==> images/pdn.png <==
The bar under the picture is 100 µm long. Pins as bars on the die edge.
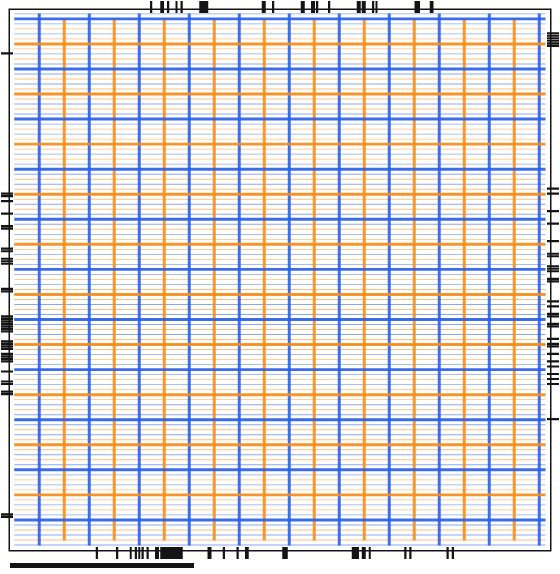
==> images/cell_classes.png <==
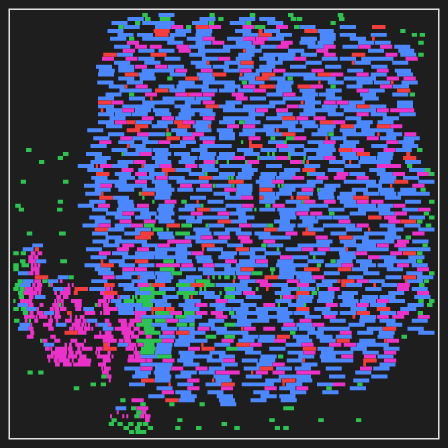
==> images/clock_map.png <==
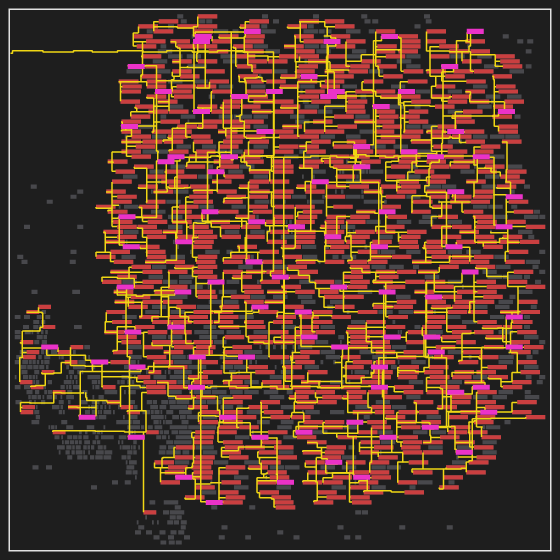
==> images/metal_stack.png <==
The bar under the picture is 100 µm long.
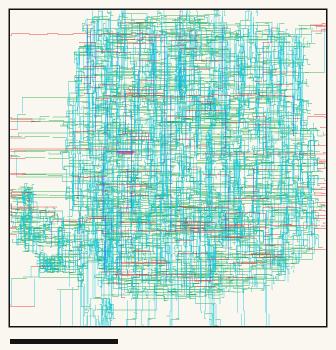
==> images/final_congestion.png <==
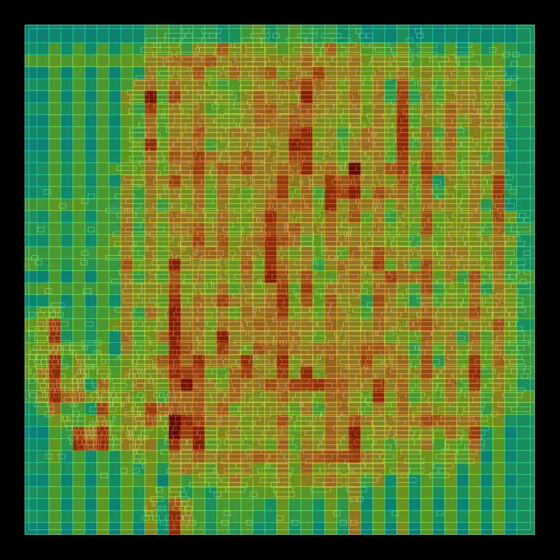
`config.mk`:
```
export PLATFORM = sky130hd
export DESIGN_NAME = retire_trace_buffer
export DESIGN_NICKNAME = d
export VERILOG_FILES = /design/src/rtl/trace_pkg.sv /design/src/rtl/trace_ram.sv /design/src/rtl/retire_trace_buffer.sv
export SDC_FILE = /design/constraint.sdc
export NUM_CORES = 1
export LEC_CHECK = 0
export ABC_AREA = 0
export CAP_MARGIN = 5
export CORE_MARGIN = 2
export CORE_UTILIZATION = 40
export CTS_BUF_LIST = sky130_fd_sc_hd__clkbuf_16
export DETAILED_ROUTE_END_ITERATION = 10
export GPL_TIMING_DRIVEN = 0
export SETUP_SLACK_MARGIN = 0.2
export SLEW_MARGIN = 0
export SYNTH_ARGS = -nofsm -noshare
export SYNTH_HDL_FRONTEND = slang
export SYNTH_SLANG_ARGS = --single-unit
```
`constraint.sdc`:
```
create_clock -name clk -period 7.31 [get_ports clk]
set_input_delay 1.0965 -clock clk [delete_from_list [all_inputs] [get_ports clk]]
set_output_delay 1.0965 -clock clk [all_outputs]
set_load 0.03 [all_outputs]
```
`src/rtl/trace_pkg.sv`:
```
// Shared retire-trace types: instruction kind encoding, record layout and field widths.
package trace_pkg;

  localparam int KIND_W     = 4;
  localparam int FIELD_W    = 16;
  localparam int KIND_COUNT = 9;
  localparam int REC_W      = KIND_W + 3 * FIELD_W;

  typedef enum logic [KIND_W-1:0] {
    KIND_SUB  = 4'd0,
    KIND_MOVL = 4'd1,
    KIND_MOVH = 4'd2,
    KIND_LD   = 4'd3,
    KIND_ST   = 4'd4,
    KIND_JZ   = 4'd5,
    KIND_JNZ  = 4'd6,
    KIND_JS   = 4'd7,
    KIND_JNS  = 4'd8
  } traceKind_t;

  // addr: reg index / mem addr / jump target; data: written value / taken flag.
  typedef struct packed {
    logic [KIND_W-1:0]  kind;
    logic [FIELD_W-1:0] pc;
    logic [FIELD_W-1:0] addr;
    logic [FIELD_W-1:0] data;
  } traceRec_t;

  // Undefined kind codes (9..15) are never recorded, whatever the mask says.
  function automatic logic kindEnabled(input logic [KIND_W-1:0] kind,
                                       input logic [KIND_COUNT-1:0] mask);
    logic [15:0] maskExt;
    maskExt = 16'(mask);
    return (kind < KIND_W'(KIND_COUNT)) && maskExt[kind];
  endfunction

endpackage

```
`src/rtl/trace_ram.sv`:
```
// Trace record storage: DEPTH x REC_W, one write port per retire lane, one asynchronous read port.
module trace_ram
  import trace_pkg::*;
#(
  parameter int DEPTH  = 16,
  parameter int LANES  = 1,
  parameter int ADDR_W = $clog2(DEPTH)
) (
  input  logic                    clk,
  input  logic [LANES-1:0]        wrEn,
  input  logic [LANES*ADDR_W-1:0] wrAddr,
  input  logic [LANES*REC_W-1:0]  wrData,
  input  logic [ADDR_W-1:0]       rdAddr,
  output logic [REC_W-1:0]        rdData
);

  logic [REC_W-1:0] mem [DEPTH];

  // NOTE: the array is deliberately not reset; occupancy lives in the pointers and count,
  // so stale contents are never observed and the storage can map onto plain RAM cells.
  always_ff @(posedge clk) begin
    for (int i = 0; i < LANES; i++) begin
      if (wrEn[i]) begin
        mem[wrAddr[i*ADDR_W +: ADDR_W]] <= wrData[i*REC_W +: REC_W];
      end
    end
  end

  assign rdData = mem[rdAddr];

endmodule

```
`src/rtl/retire_trace_buffer.sv`:
```
// Retirement trace FIFO: filters retiring instructions by kind, stores them in order,
// and lets a consumer drain the oldest record, in either stop-when-full or overwrite mode.
module retire_trace_buffer
  import trace_pkg::*;
#(
  parameter int LANES = 1,
  parameter int DEPTH = 16,
  parameter int CNT_W = $clog2(DEPTH) + 1
) (
  input  logic                  clk,
  input  logic                  reset,
  input  logic                  capture_en,
  input  logic                  wrap_mode,
  input  logic [KIND_COUNT-1:0] kind_mask,
  input  logic                  halt,
  input  logic [LANES-1:0]      ret_valid,
  input  logic [4*LANES-1:0]    ret_kind,
  input  logic [16*LANES-1:0]   ret_pc,
  input  logic [16*LANES-1:0]   ret_addr,
  input  logic [16*LANES-1:0]   ret_data,
  output logic                  out_valid,
  input  logic                  out_ready,
  output logic [3:0]            out_kind,
  output logic [15:0]           out_pc,
  output logic [15:0]           out_addr,
  output logic [15:0]           out_data,
  output logic [CNT_W-1:0]      count,
  output logic [15:0]           lost,
  output logic                  halted
);

  localparam int PTR_W = $clog2(DEPTH);

  logic [PTR_W-1:0]       headPtr;
  logic [PTR_W-1:0]       tailPtr;
  logic [CNT_W-1:0]       countQ;
  logic [15:0]            lostQ;
  logic                   haltedQ;

  logic [LANES-1:0]       wrEn;
  logic [LANES*PTR_W-1:0] wrAddr;
  logic [LANES*REC_W-1:0] wrData;
  logic [REC_W-1:0]       headRaw;
  traceRec_t              headRec;
  traceRec_t              laneRec;

  logic [CNT_W-1:0]       freeSlots;
  logic [CNT_W-1:0]       accepted;
  logic [1:0]             rejected;
  logic                   pop;
  logic [CNT_W:0]         total;
  logic [CNT_W:0]         overwritten;
  logic [16:0]            lostSum;

  // A full buffer has count == DEPTH, whose low bits are zero, so tail lands back on head.
  assign tailPtr = headPtr + countQ[PTR_W-1:0];
  assign pop     = (countQ != '0) && out_ready;

  // Eligible lanes are compacted into consecutive slots from the tail, lane 0 first.
  // NOTE: every signal written here gets a default before the loop so no path infers a latch.
  always_comb begin
    freeSlots = CNT_W'(DEPTH) - countQ;
    accepted  = '0;
    rejected  = '0;
    wrEn      = '0;
    wrAddr    = '0;
    wrData    = '0;
    laneRec   = '0;
    for (int i = 0; i < LANES; i++) begin
      laneRec.kind = ret_kind[4*i +: 4];
      laneRec.pc   = ret_pc[16*i +: 16];
      laneRec.addr = ret_addr[16*i +: 16];
      laneRec.data = ret_data[16*i +: 16];
      wrData[i*REC_W +: REC_W] = laneRec;
      wrAddr[i*PTR_W +: PTR_W] = tailPtr + accepted[PTR_W-1:0];
      if (ret_valid[i] && capture_en && !haltedQ && kindEnabled(laneRec.kind, kind_mask)) begin
        if (wrap_mode || (accepted < freeSlots)) begin
          wrEn[i]  = !reset;
          accepted = accepted + 1'b1;
        end else begin
          rejected = rejected + 1'b1;
        end
      end
    end
  end

  // Stop mode never accepts past DEPTH, so overwritten is only ever non-zero in wrap mode.
  always_comb begin
    total       = {1'b0, countQ} - (CNT_W+1)'(pop) + {1'b0, accepted};
    overwritten = (total > (CNT_W+1)'(DEPTH)) ? total - (CNT_W+1)'(DEPTH) : '0;
    lostSum     = 17'(lostQ) + 17'(rejected) + 17'(overwritten);
  end

  // NOTE: state updates use non-blocking assignments so every register sees pre-edge values.
  always_ff @(posedge clk) begin
    if (reset) begin
      headPtr <= '0;
      countQ  <= '0;
      lostQ   <= '0;
      haltedQ <= 1'b0;
    end else begin
      headPtr <= headPtr + PTR_W'(pop) + overwritten[PTR_W-1:0];
      countQ  <= countQ + accepted - CNT_W'(pop) - overwritten[CNT_W-1:0];
      lostQ   <= lostSum[16] ? 16'hFFFF : lostSum[15:0];
      if (halt) begin
        haltedQ <= 1'b1;
      end
    end
  end

  trace_ram #(
    .DEPTH (DEPTH),
    .LANES (LANES),
    .ADDR_W(PTR_W)
  ) uRam (
    .clk   (clk),
    .wrEn  (wrEn),
    .wrAddr(wrAddr),
    .wrData(wrData),
    .rdAddr(headPtr),
    .rdData(headRaw)
  );

  assign headRec   = traceRec_t'(headRaw);
  assign out_valid = (countQ != '0);
  assign out_kind  = headRec.kind;
  assign out_pc    = headRec.pc;
  assign out_addr  = headRec.addr;
  assign out_data  = headRec.data;
  assign count     = countQ;
  assign lost      = lostQ;
  assign halted    = haltedQ;

endmodule

```
==> metrics.log <==
[report] implementation figures
[metrics] die width: 293 µm
[metrics] Worst setup EP type: flip-flop
[metrics] maximum net fanout on the critical path: 18
[metrics] mux contribution to synthesized area: 17.7%
[metrics] count leader, synth: edfxtp_1
[metrics] worst reg2reg path startpoint: count[1]
[metrics] number of logic inverters in the finished layout: 32
[metrics] number of warnings in the stage logs: 28
[metrics] critical path cell sequence: clkdlybuf4s50_1, nor4b_1, o2111ai_1, a21oi_2, nand2_1, ha_1, inv_1, ha_1, fa_1, nor2b_1, o2111a_1, a221oi_1, and2_1, nand2_1, fa_1, inv_1, fa_1, inv_1, ha_1, inv_1, fa_1, xor2_1, nor2_1
[metrics] number of distinct library cells after synthesis: 51
[metrics] post-route fraction of the period consumed by the critical path: 90.0%
[metrics] launch instance of the worst min-delay path: halted
[metrics] total power consumption of the routed design: 0.0144 W
[metrics] Filler Cells Inserted: 6619
[metrics] count of buffer and inverter cells on the critical path: 5
[metrics] non-clock buffer count in the final layout: 245
[metrics] Setup CP Type: in -> reg
[metrics] worst endpoint data arrival time: 7.08 ns
[metrics] slowest CP cell: clkdlybuf4s50_1
[metrics] Worst Setup Start Kind: input port
[metrics] setup repair after global routing missed its margin: no
[metrics] timing endpoint of the critical path: count[3]
[metrics] complex-gate fraction of the synthesized area: 1.30%
[metrics] power density cells: 361 mW/mm²
[metrics] Insertion Delay late pin: 0.63 ns
[metrics] Mean Syn Cell Area: 23.5 µm²
[metrics] cell class ranked first by area: registers
[metrics] setup skew after layout: 0.0121 ns
[metrics] fraction of standard cell area in multi-input logic: 19.1%
[metrics] relative area of non-clock buffer cells in the final design: 6.52%
[metrics] count of multi-input gates: 471
[metrics] Synth area leaders: edfxtp_1 (75%), mux4_2 (18%), dfxtp_1 (1.6%), ha_1 (1.0%), fa_1 (0.54%)
[metrics] number of instances in the synthesized netlist: 1425
[metrics] Synth Cell Area: 0.0334 mm²
[metrics] reg-to-reg slack, setup: 1.18 ns
[metrics] final setup violation count: 0
[metrics] outcome: completed
[metrics] mean number of vias per cell: 5.50
[metrics] post-synth net total: 1529
[metrics] Inserted Diodes: 3
[metrics] longest individual stage delay on the worst path: 0.80 ns
[metrics] PostCTS Resize Cnt: 0
[metrics] first-pass GRT wire length: 115000 µm
[metrics] post-synthesis sequential element count: 858
[metrics] Worst R2R End: count[3]
[metrics] proportion of netlist area held by the largest area contributor: 74.7%
[metrics] core outline area: 0.0832 mm²
[metrics] post-synthesis share of cell area spent on and, or, nand and nor gates: 1.37%
[metrics] number of pins with negative max-slew slack in the final report: 0
[metrics] xor/xnor share of the synthesized area: 0.550%
[metrics] number of warnings printed during yosys synthesis: 0
[metrics] slew of the pin with the lowest slew margin: 1.26 ns
[metrics] flip-flops with a built-in enable: 832
[metrics] top-level I/O count: 143
[metrics] start point of the critical path: ret_kind[2]
[metrics] quantity of I/O buffers inserted on ports: 141
[metrics] number of antenna violations at the first check in global routing: 4
[metrics] top flip-flop cell by instance count after synthesis: edfxtp_1
[metrics] number of remaining DRC errors: 0
[metrics] Core Density at Floorplan: 40.2%
[metrics] Final #Nets: 1801
[metrics] die height: 293 µm
[metrics] total gr overflow: 0
[metrics] proportion of register bits with asynchronous set or reset after synthesis: 0%
[metrics] average detailed-routed wire length per instance: 27.6 µm
[metrics] vias in the first global route: 16895
[metrics] cell family contributing the most delay on the critical path: adder cells
[metrics] count of final hold-check violations: 0
[metrics] number of instances in the placed design: 2686
[metrics] top cells by instance count after synthesis: edfxtp_1 (832), mux4_2 (262), inv_1 (32), clkbuf_1 (28), nor2_1 (28)
[metrics] Placed Area: 0.0372 mm²
[metrics] chip area: 0.0859 mm²
[metrics] final design area excluding fillers: 0.0400 mm²
[metrics] yosys cell count: 1425
[metrics] Worst Reg-to-Reg Cells: 25
[metrics] share of the final layout cell area in sequential cells: 63.8%
[metrics] clock tree from TritonCTS: built
[metrics] clock net sink count: 858
[metrics] relative area change from synthesis to final layout: 19.6%
[metrics] number of well taps: 1080
[metrics] Largest logic family: multiplexers
[metrics] number of sequential cells: 858
[metrics] kind of path behind the tightest hold check: reg -> reg
[metrics] DRT Pass-1 Iters: 5
[metrics] endpoint of the worst hold-timing path: halted
[metrics] clk cell area share: 6.87%
[metrics] cell depth of the worst setup path: 23
[metrics] adder share: 1.55%
[metrics] crit path time final: 6.58 ns
[metrics] postcts setup bufs: 0
[metrics] Post-CTS Hold Buffers: 0
[metrics] H-tree depth: 3
Notes on pdn.png above:
net	color
VSS	blue
VDD	orange
rows	106
met4 straps	21
met5 straps	21
signal pins	143
met1 rails	107

Notes on cell_classes.png above:
class	color	cells
clock drivers and dummy loads	red	162
all other logic	magenta	503
other buffers and delay cells	green	245
flops	blue	858

Notes on clock_map.png above:
[clock wires] yellow | length: 9990 µm
[cells driving clock nets] magenta | count: 89
[flip-flops] red | count: 858
flops lie	spread over the die

Notes on metal_stack.png above:
layer	color	wire length
met5	purple	14.7 µm
met2	cyan	40.9 mm
met4	blue	1740 µm
met3	red	3810 µm
met1	green	32.3 mm

Notes on final_congestion.png above:
total global routing track utilization: 18.6%
final core utilization: 48.1%
most used routing layer in global routing: met2

[tightest hold or removal path, cell delays in order (launching register included)]
cell	delay, ns
dfxtp_1	0.35
nor2_1	0.06
nor2_1	0.06
[layout by cell type, fill, tap and decap left out, drive strengths merged, types with 7 or more instances in the layout]
cell type / Yosys / routed
ha: 27 / 27
nand3: 7 / 7
nor2b: 8 / 8
edfxtp: 832 / 832
nand2b: 7 / 7
buf: 36 / 76
nor2: 28 / 28
clkinv: 0 / 42
clkbuf: 28 / 118
inv: 32 / 53
clkdlybuf4s50: 0 / 139
xnor2: 10 / 10
fa: 9 / 9
nand2: 13 / 13
mux4: 262 / 262
dfxtp: 26 / 26
a21oi: 20 / 20
xor2: 11 / 11
[stage by stage]
step | hold slack [ns] | util, % | TNS, ns | worst slack, ns
after floorplan | 0.613 | - | 0 | 1.65
after global placement | 0.501 | 43.5 | -1352.55 | -1.96
after detailed placement | 0.495 | 44.8 | -3.42 | -0.268
after CTS | 0.511 | 48.1 | 0 | 0.399
after global routing | 0.533 | 48.1 | 0 | 0.257
final | 0.495 | 48.1 | 0 | 0.728
[logic make-up (layout without fill, tap and decap cells)]
logic type / Yosys count / in the layout
DFF: 858 / 858
xor gates and xnor gates: 21 / 21
buffers and inverters: 96 / 439
AOI/OAI and AO/OA: 62 / 62
adders and majority gates: 36 / 36
muxes: 265 / 265
and+or+nand+nor: 87 / 87
other: 0 / 3
[per-layer routing]
metal	vias up	part of all wire, %	track usage (%)
met5	-	0.018	0
met4	2	2.2	5.07
met3	116	4.8	3.09
met2	419	52	32.3
met1	8487	41	24.2
li1	6647	-	-
[power by group]
| group | switching [W] | internal (W) |
|---|---|---|
| Clock | 0.00187 | 0.00239 |
| Sequential | 0.0000584 | 0.00550 |
| Combinational | 0.00255 | 0.00207 |
No activity file was given, so power comes from the tool's default toggle rates.
